<file path="config.mk">
export PLATFORM = sky130hd
export DESIGN_NAME = rr_scheduler_4x1
export DESIGN_NICKNAME = d
export VERILOG_FILES = /design/src/rtl/rr_pkg.sv /design/src/rtl/rr_scheduler_4x1_pick.sv /design/src/rtl/rr_scheduler_4x1.sv
export SDC_FILE = /design/constraint.sdc
export NUM_CORES = 1
export LEC_CHECK = 0
export ABC_AREA = 1
export CORE_MARGIN = 3
export CORE_UTILIZATION = 45
export CTS_BUF_LIST = sky130_fd_sc_hd__clkbuf_4
export DETAILED_ROUTE_END_ITERATION = 16
export PLACE_DENSITY = 0.9
export SLEW_MARGIN = 20
export SYNTH_ARGS = -nofsm -noshare
export SYNTH_HDL_FRONTEND = slang
export SYNTH_SLANG_ARGS = --single-unit
</file>
<file path="constraint.sdc">
create_clock -name clk -period 10.07 [get_ports clk]
set_input_delay 2.014 -clock clk [delete_from_list [all_inputs] [get_ports clk]]
set_output_delay 2.014 -clock clk [all_outputs]
set_load 0.02 [all_outputs]
</file>
<file path="src/rtl/rr_pkg.sv">
// Shared types and constants for the four-queue round-robin read scheduler.
package rr_pkg;

  typedef enum logic [1:0] {
    ST_IDLE  = 2'd0,
    ST_GRANT = 2'd1,
    ST_HOLD  = 2'd2
  } state_e;

  localparam int DATA_WIDTH_DEF = 10;
  localparam int NUM_QUEUES     = 4;
  localparam int IDX_W          = 2;

  function automatic logic [NUM_QUEUES-1:0] idx_to_onehot(input logic [IDX_W-1:0] idx);
    return 4'b0001 << idx;
  endfunction

endpackage

</file>
<file path="src/rtl/rr_scheduler_4x1_pick.sv">
// Rotating first-set finder: first asserted request scanning start, start+1, ... mod 4.
module rr_scheduler_4x1_pick
  import rr_pkg::*;
(
  input  logic [NUM_QUEUES-1:0] req,
  input  logic [IDX_W-1:0]      start,
  output logic [IDX_W-1:0]      winner,
  output logic                  found
);

  logic [NUM_QUEUES-1:0] rot_s;
  logic [IDX_W-1:0]      off_s;

  // Rotate so bit 0 is the start queue, then priority-encode the offset.
  always_comb begin
    rot_s = req;
    off_s = 2'd0;
    found = 1'b1;
    case (start)
      2'd0:    rot_s = req;
      2'd1:    rot_s = {req[0], req[3:1]};
      2'd2:    rot_s = {req[1:0], req[3:2]};
      2'd3:    rot_s = {req[2:0], req[3]};
      default: rot_s = req;
    endcase
    casez (rot_s)
      4'b???1: off_s = 2'd0;
      4'b??10: off_s = 2'd1;
      4'b?100: off_s = 2'd2;
      4'b1000: off_s = 2'd3;
      default: begin
        off_s = 2'd0;
        found = 1'b0;
      end
    endcase
    winner = start + off_s;
  end

endmodule

</file>
<file path="src/rtl/rr_scheduler_4x1.sv">
// Round-robin read scheduler: four FIFOs share one output path, bounded bursts,
// downstream almost_full pauses the grant without consuming burst credit.
module rr_scheduler_4x1
  import rr_pkg::*;
#(
  parameter int DATA_WIDTH = DATA_WIDTH_DEF,
  parameter int BURST      = 4
) (
  input  logic                  clk,
  input  logic                  reset,
  input  logic [NUM_QUEUES-1:0] fifo_empty,
  input  logic [DATA_WIDTH-1:0] fifo_data_0,
  input  logic [DATA_WIDTH-1:0] fifo_data_1,
  input  logic [DATA_WIDTH-1:0] fifo_data_2,
  input  logic [DATA_WIDTH-1:0] fifo_data_3,
  input  logic                  almost_full,
  output logic [NUM_QUEUES-1:0] pop,
  output logic [IDX_W-1:0]      select,
  output logic [DATA_WIDTH-1:0] data_out,
  output logic                  valid_out
);

  localparam logic [3:0] BURST_C = 4'(BURST);

  state_e          state_q, state_d;
  logic [IDX_W-1:0] g_q, g_d;
  logic [3:0]       cnt_q, cnt_d;
  logic [IDX_W-1:0] ptr_q, ptr_d;
  logic [IDX_W-1:0] select_q, select_d;
  logic             valid_q, valid_d;

  logic [IDX_W-1:0] start_s;
  logic [IDX_W-1:0] win_s;
  logic             found_s;
  logic             pop_en_s;
  logic [IDX_W-1:0] pop_idx_s;
  logic [DATA_WIDTH-1:0] mux_s;

  // Idle searches from the saved pointer; a release searches from the queue after g.
  assign start_s = (state_q == ST_IDLE) ? ptr_q : (g_q + 2'd1);

  rr_scheduler_4x1_pick u_pick (
    .req    (~fifo_empty),
    .start  (start_s),
    .winner (win_s),
    .found  (found_s)
  );

  // Next-state, burst accounting and pop decision.
  always_comb begin
    state_d   = state_q;
    g_d       = g_q;
    cnt_d     = cnt_q;
    ptr_d     = ptr_q;
    pop_en_s  = 1'b0;
    pop_idx_s = g_q;
    case (state_q)
      ST_IDLE: begin
        if (!almost_full && found_s) begin
          pop_en_s  = 1'b1;
          pop_idx_s = win_s;
          g_d       = win_s;
          cnt_d     = 4'd1;
          state_d   = ST_GRANT;
        end else begin
          state_d   = ST_IDLE;
        end
      end
      ST_GRANT, ST_HOLD: begin
        if (almost_full) begin
          state_d = ST_HOLD;
        end else if (!fifo_empty[g_q] && (cnt_q < BURST_C)) begin
          pop_en_s  = 1'b1;
          pop_idx_s = g_q;
          cnt_d     = cnt_q + 4'd1;
          state_d   = ST_GRANT;
        end else begin
          // Release without a bubble; g may win again if it is the only candidate.
          ptr_d = g_q + 2'd1;
          if (found_s) begin
            pop_en_s  = 1'b1;
            pop_idx_s = win_s;
            g_d       = win_s;
            cnt_d     = 4'd1;
            state_d   = ST_GRANT;
          end else begin
            state_d   = ST_IDLE;
          end
        end
      end
      default: state_d = ST_IDLE;
    endcase
  end

  // Output-register next values; select holds its last index when nothing is popped.
  always_comb begin
    valid_d = pop_en_s;
    if (pop_en_s) begin
      select_d = pop_idx_s;
    end else begin
      select_d = select_q;
    end
  end

  // Pop strobe is suppressed while reset is asserted so no word is lost at the clearing edge.
  always_comb begin
    if (reset && pop_en_s) begin
      pop = idx_to_onehot(pop_idx_s);
    end else begin
      pop = 4'b0000;
    end
  end

  // State and output registers with synchronous active-low reset.
  always_ff @(posedge clk) begin
    if (!reset) begin
      state_q  <= ST_IDLE;
      g_q      <= 2'd0;
      cnt_q    <= 4'd0;
      ptr_q    <= 2'd0;
      select_q <= 2'd0;
      valid_q  <= 1'b0;
    end else begin
      state_q  <= state_d;
      g_q      <= g_d;
      cnt_q    <= cnt_d;
      ptr_q    <= ptr_d;
      select_q <= select_d;
      valid_q  <= valid_d;
    end
  end

  // Read-data mux steered by the registered select, zeroed when no word is in flight.
  always_comb begin
    case (select_q)
      2'd0:    mux_s = fifo_data_0;
      2'd1:    mux_s = fifo_data_1;
      2'd2:    mux_s = fifo_data_2;
      2'd3:    mux_s = fifo_data_3;
      default: mux_s = fifo_data_0;
    endcase
    if (valid_q) begin
      data_out = mux_s;
    end else begin
      data_out = {DATA_WIDTH{1'b0}};
    end
  end

  assign select    = select_q;
  assign valid_out = valid_q;

endmodule

</file>
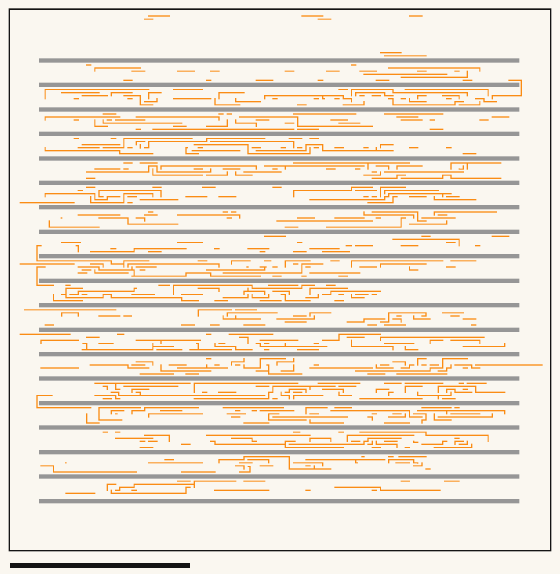
**Above:** signal wires on met1.
Scale bar: 20 um. Supply wires on this layer in gray.
nets with wire on the layer: 288
share of all routed wire: 44%
longest straight run: 16.2 um
via count: 1,532
drt total wl: 4.02 mm
M1 GR Usage: 0.284

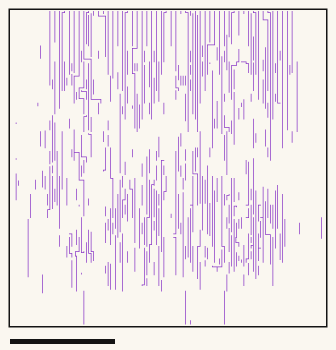
**Above:** met2 routing.
Scale bar: 20 um.
wire length on this layer: 2,090 um
main direction: vertical
nets with wire on the layer: 245
share of all routed wire: 52%
longest straight run: 28.1 um

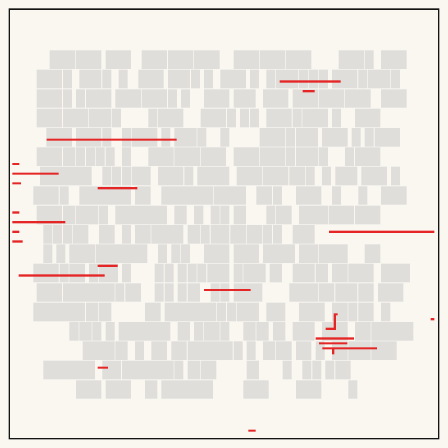
**Above:** M3 wires.
Cells faint in the background.
wire length on this layer: 108 um
nets with wire on the layer: 18

==> flow_summary.ini <==
; synthesis and place-and-route metrics
[outcome]
status = finished, final reports clean

[logic_synthesis]
synth-edff-count = 0
synthesis.instances = 203
top_cells_by_count = 63 x nand2_1, 19 x inv_1, 12 x dfxtp_1, 12 x nand2_2, 11 x nor2_1
netlist_area_mm2 = 0.00131
ys_area_mm2 = 0.00131
floorplan.nets = 255
top_area_frac = 0.183
area_leaders = dfxtp_1 18%, nand2_1 18%, a41oi_1 6.7%
avgSynthCellArea_um2 = 6.47
top_area_cell = dfxtp_1
ys_cells = 203

[die]
fp-utilization = 0.502
io_pins = 64
num_rows = 18
fp.dieW_um = 60.0
die_y_um = 60.0
die-area_mm2 = 0.00360

[global_routing]
grt_pass1_wl_mm = 6.42
grt_max_degree = 13
first_global_vias = 1479
antenna_found_initial = 0

[clocking]
cts_hold_buf = 0
numCtsBuffers = 3
clk_path_buf_depth = 2
cts_sinks = 12
cts.reportedPaths.clkPinSlew_ns = 0.07
cts_tree = built
ctsResizeCount = 0
cts_root_buf = clkbuf_4
htree_levels = 1

[layout]
area_delta_synth_final_pct = 51.2
postLayoutCoreUtil = 0.760
instances_no_fill = 297
largest_reg_flops = 4
drive_above_1_share = 0.172
final_cell_mix = 63 x nand2_1, 63 x clkdlybuf4s50_1, 19 x inv_1

[sta]
relSlewSlack = 0.542
fmax_mhz = 149
whs_ns = 0.462
rsz0062_at_grt = no
timing.final.ws_setup_ns = 3.37
tns_ns = 0
slew_viol_final = 0
period_needed_ns = 6.70
fin_crit_sh = 0.665
hold_viol = 0

[placed_design]
portBuffers = 63
gp_congestion = 0.928
dp_slack_ns = 3.38
place_area_mm2 = 0.00196
hpwlAfterDp_mm = 3.31

[setup_path]
critPathArrivalTime_ns = 4.68
criticalPathCategory = input pin to output port
required_ns = 8.06

[routing]
drt-initial-drc-count = 94
drt_pass1_iterations = 4
wl_met3_um = 107
wl_met1_mm = 1.76

[flow_run]
cap_violations = 0
warnings = 28

[power]
peakVddDrop_mv = 0.130
power_mw = 0.290
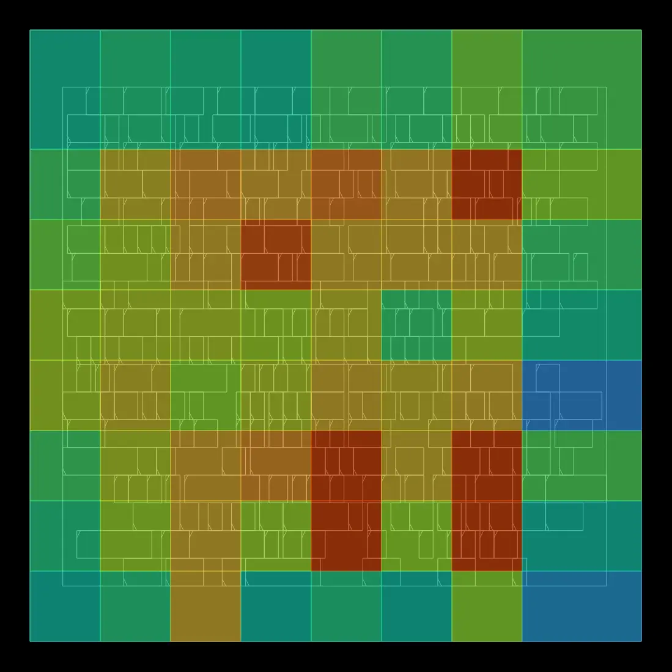
**Above:** routing congestion.
DR WL/cell: 13.5 um
met2 usage: 0.403
gr busiest metal: met2
met3 usage: 0.0281
GRT Overall Usage: 0.228

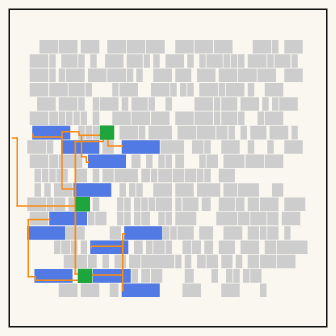
**Above:** routed clock nets over the placement.
[clock wires] orange | length: 153 um
[clock-net drivers] green | count: 3
[flip-flops] blue | count: 12
routed clock nets: 4
clk_lat worst skew: 0.27 ns
clk pwr: 0.0298 mW
Clock Skews: 0.00323 ns
Clock power frac: 0.103

[worst paths after layout]
kind / from / end / slack (ns) / cells past startpoint
setup / recovery: fifo_empty[3] / pop[1] / 3.37 / 17
hold / removal: cnt_q[3]$_SDFFE_PN0P_ / cnt_q[3]$_SDFFE_PN0P_ / 0.46 / 2
setup reg to reg: state_q[0]$_SDFF_PN0_ / select[1]$_SDFFE_PN0N_ / 7.07 / 17
hold reg to reg: cnt_q[3]$_SDFFE_PN0P_ / cnt_q[3]$_SDFFE_PN0P_ / 0.46 / 2
[power breakdown]
part           switching (mW)  leakage, nW  internal (mW)
clock                  0.0155       0.0154         0.0144
sequential            0.00767       0.0983         0.0547
combinational           0.119        0.705         0.0791
total                   0.142        0.819          0.148
[kinds of logic after synthesis]
logic type      share of synthesized area
fa+ha+maj                          0.0477
flops                               0.183
compound gates                      0.210
buf+inv                            0.0944
simple gates                        0.459
xor+xnor                          0.00667
[cell type report]
type	instances	area, um^2	share of cell area
Multi-Input combinational cell	161	948	0.478
Tap cell	30	37.5	0.0189
Timing Repair Buffer	63	631	0.318
Inverter	27	101	0.0511
Clock buffer	3	22.5	0.0113
Clock inverter	1	3.75	0.00189
Sequential cell	12	240	0.121
[metal layers]
layer,GRT usage,up-vias
met2,0.403,29
met5,0,-
met4,0.0696,0
met1,0.284,688
li1,-,808
met3,0.0281,7
[worst max-delay path: stages]
cell	delay (ns)
clkdlybuf4s50_1	0.48
inv_1	0.10
o21ai_2	0.16
nand3_2	0.09
nand2_4	0.08
nand3_1	0.06
a21boi_0	0.16
ha_1	0.18
xnor2_1	0.13
nand3b_1	0.14
nand2_1	0.07
nand2_2	0.08
nand2_2	0.07
nand2_2	0.08
nand2_1	0.07
nor2_1	0.09
clkdlybuf4s50_1	0.61
Power is estimated from default activity; no workload was simulated.
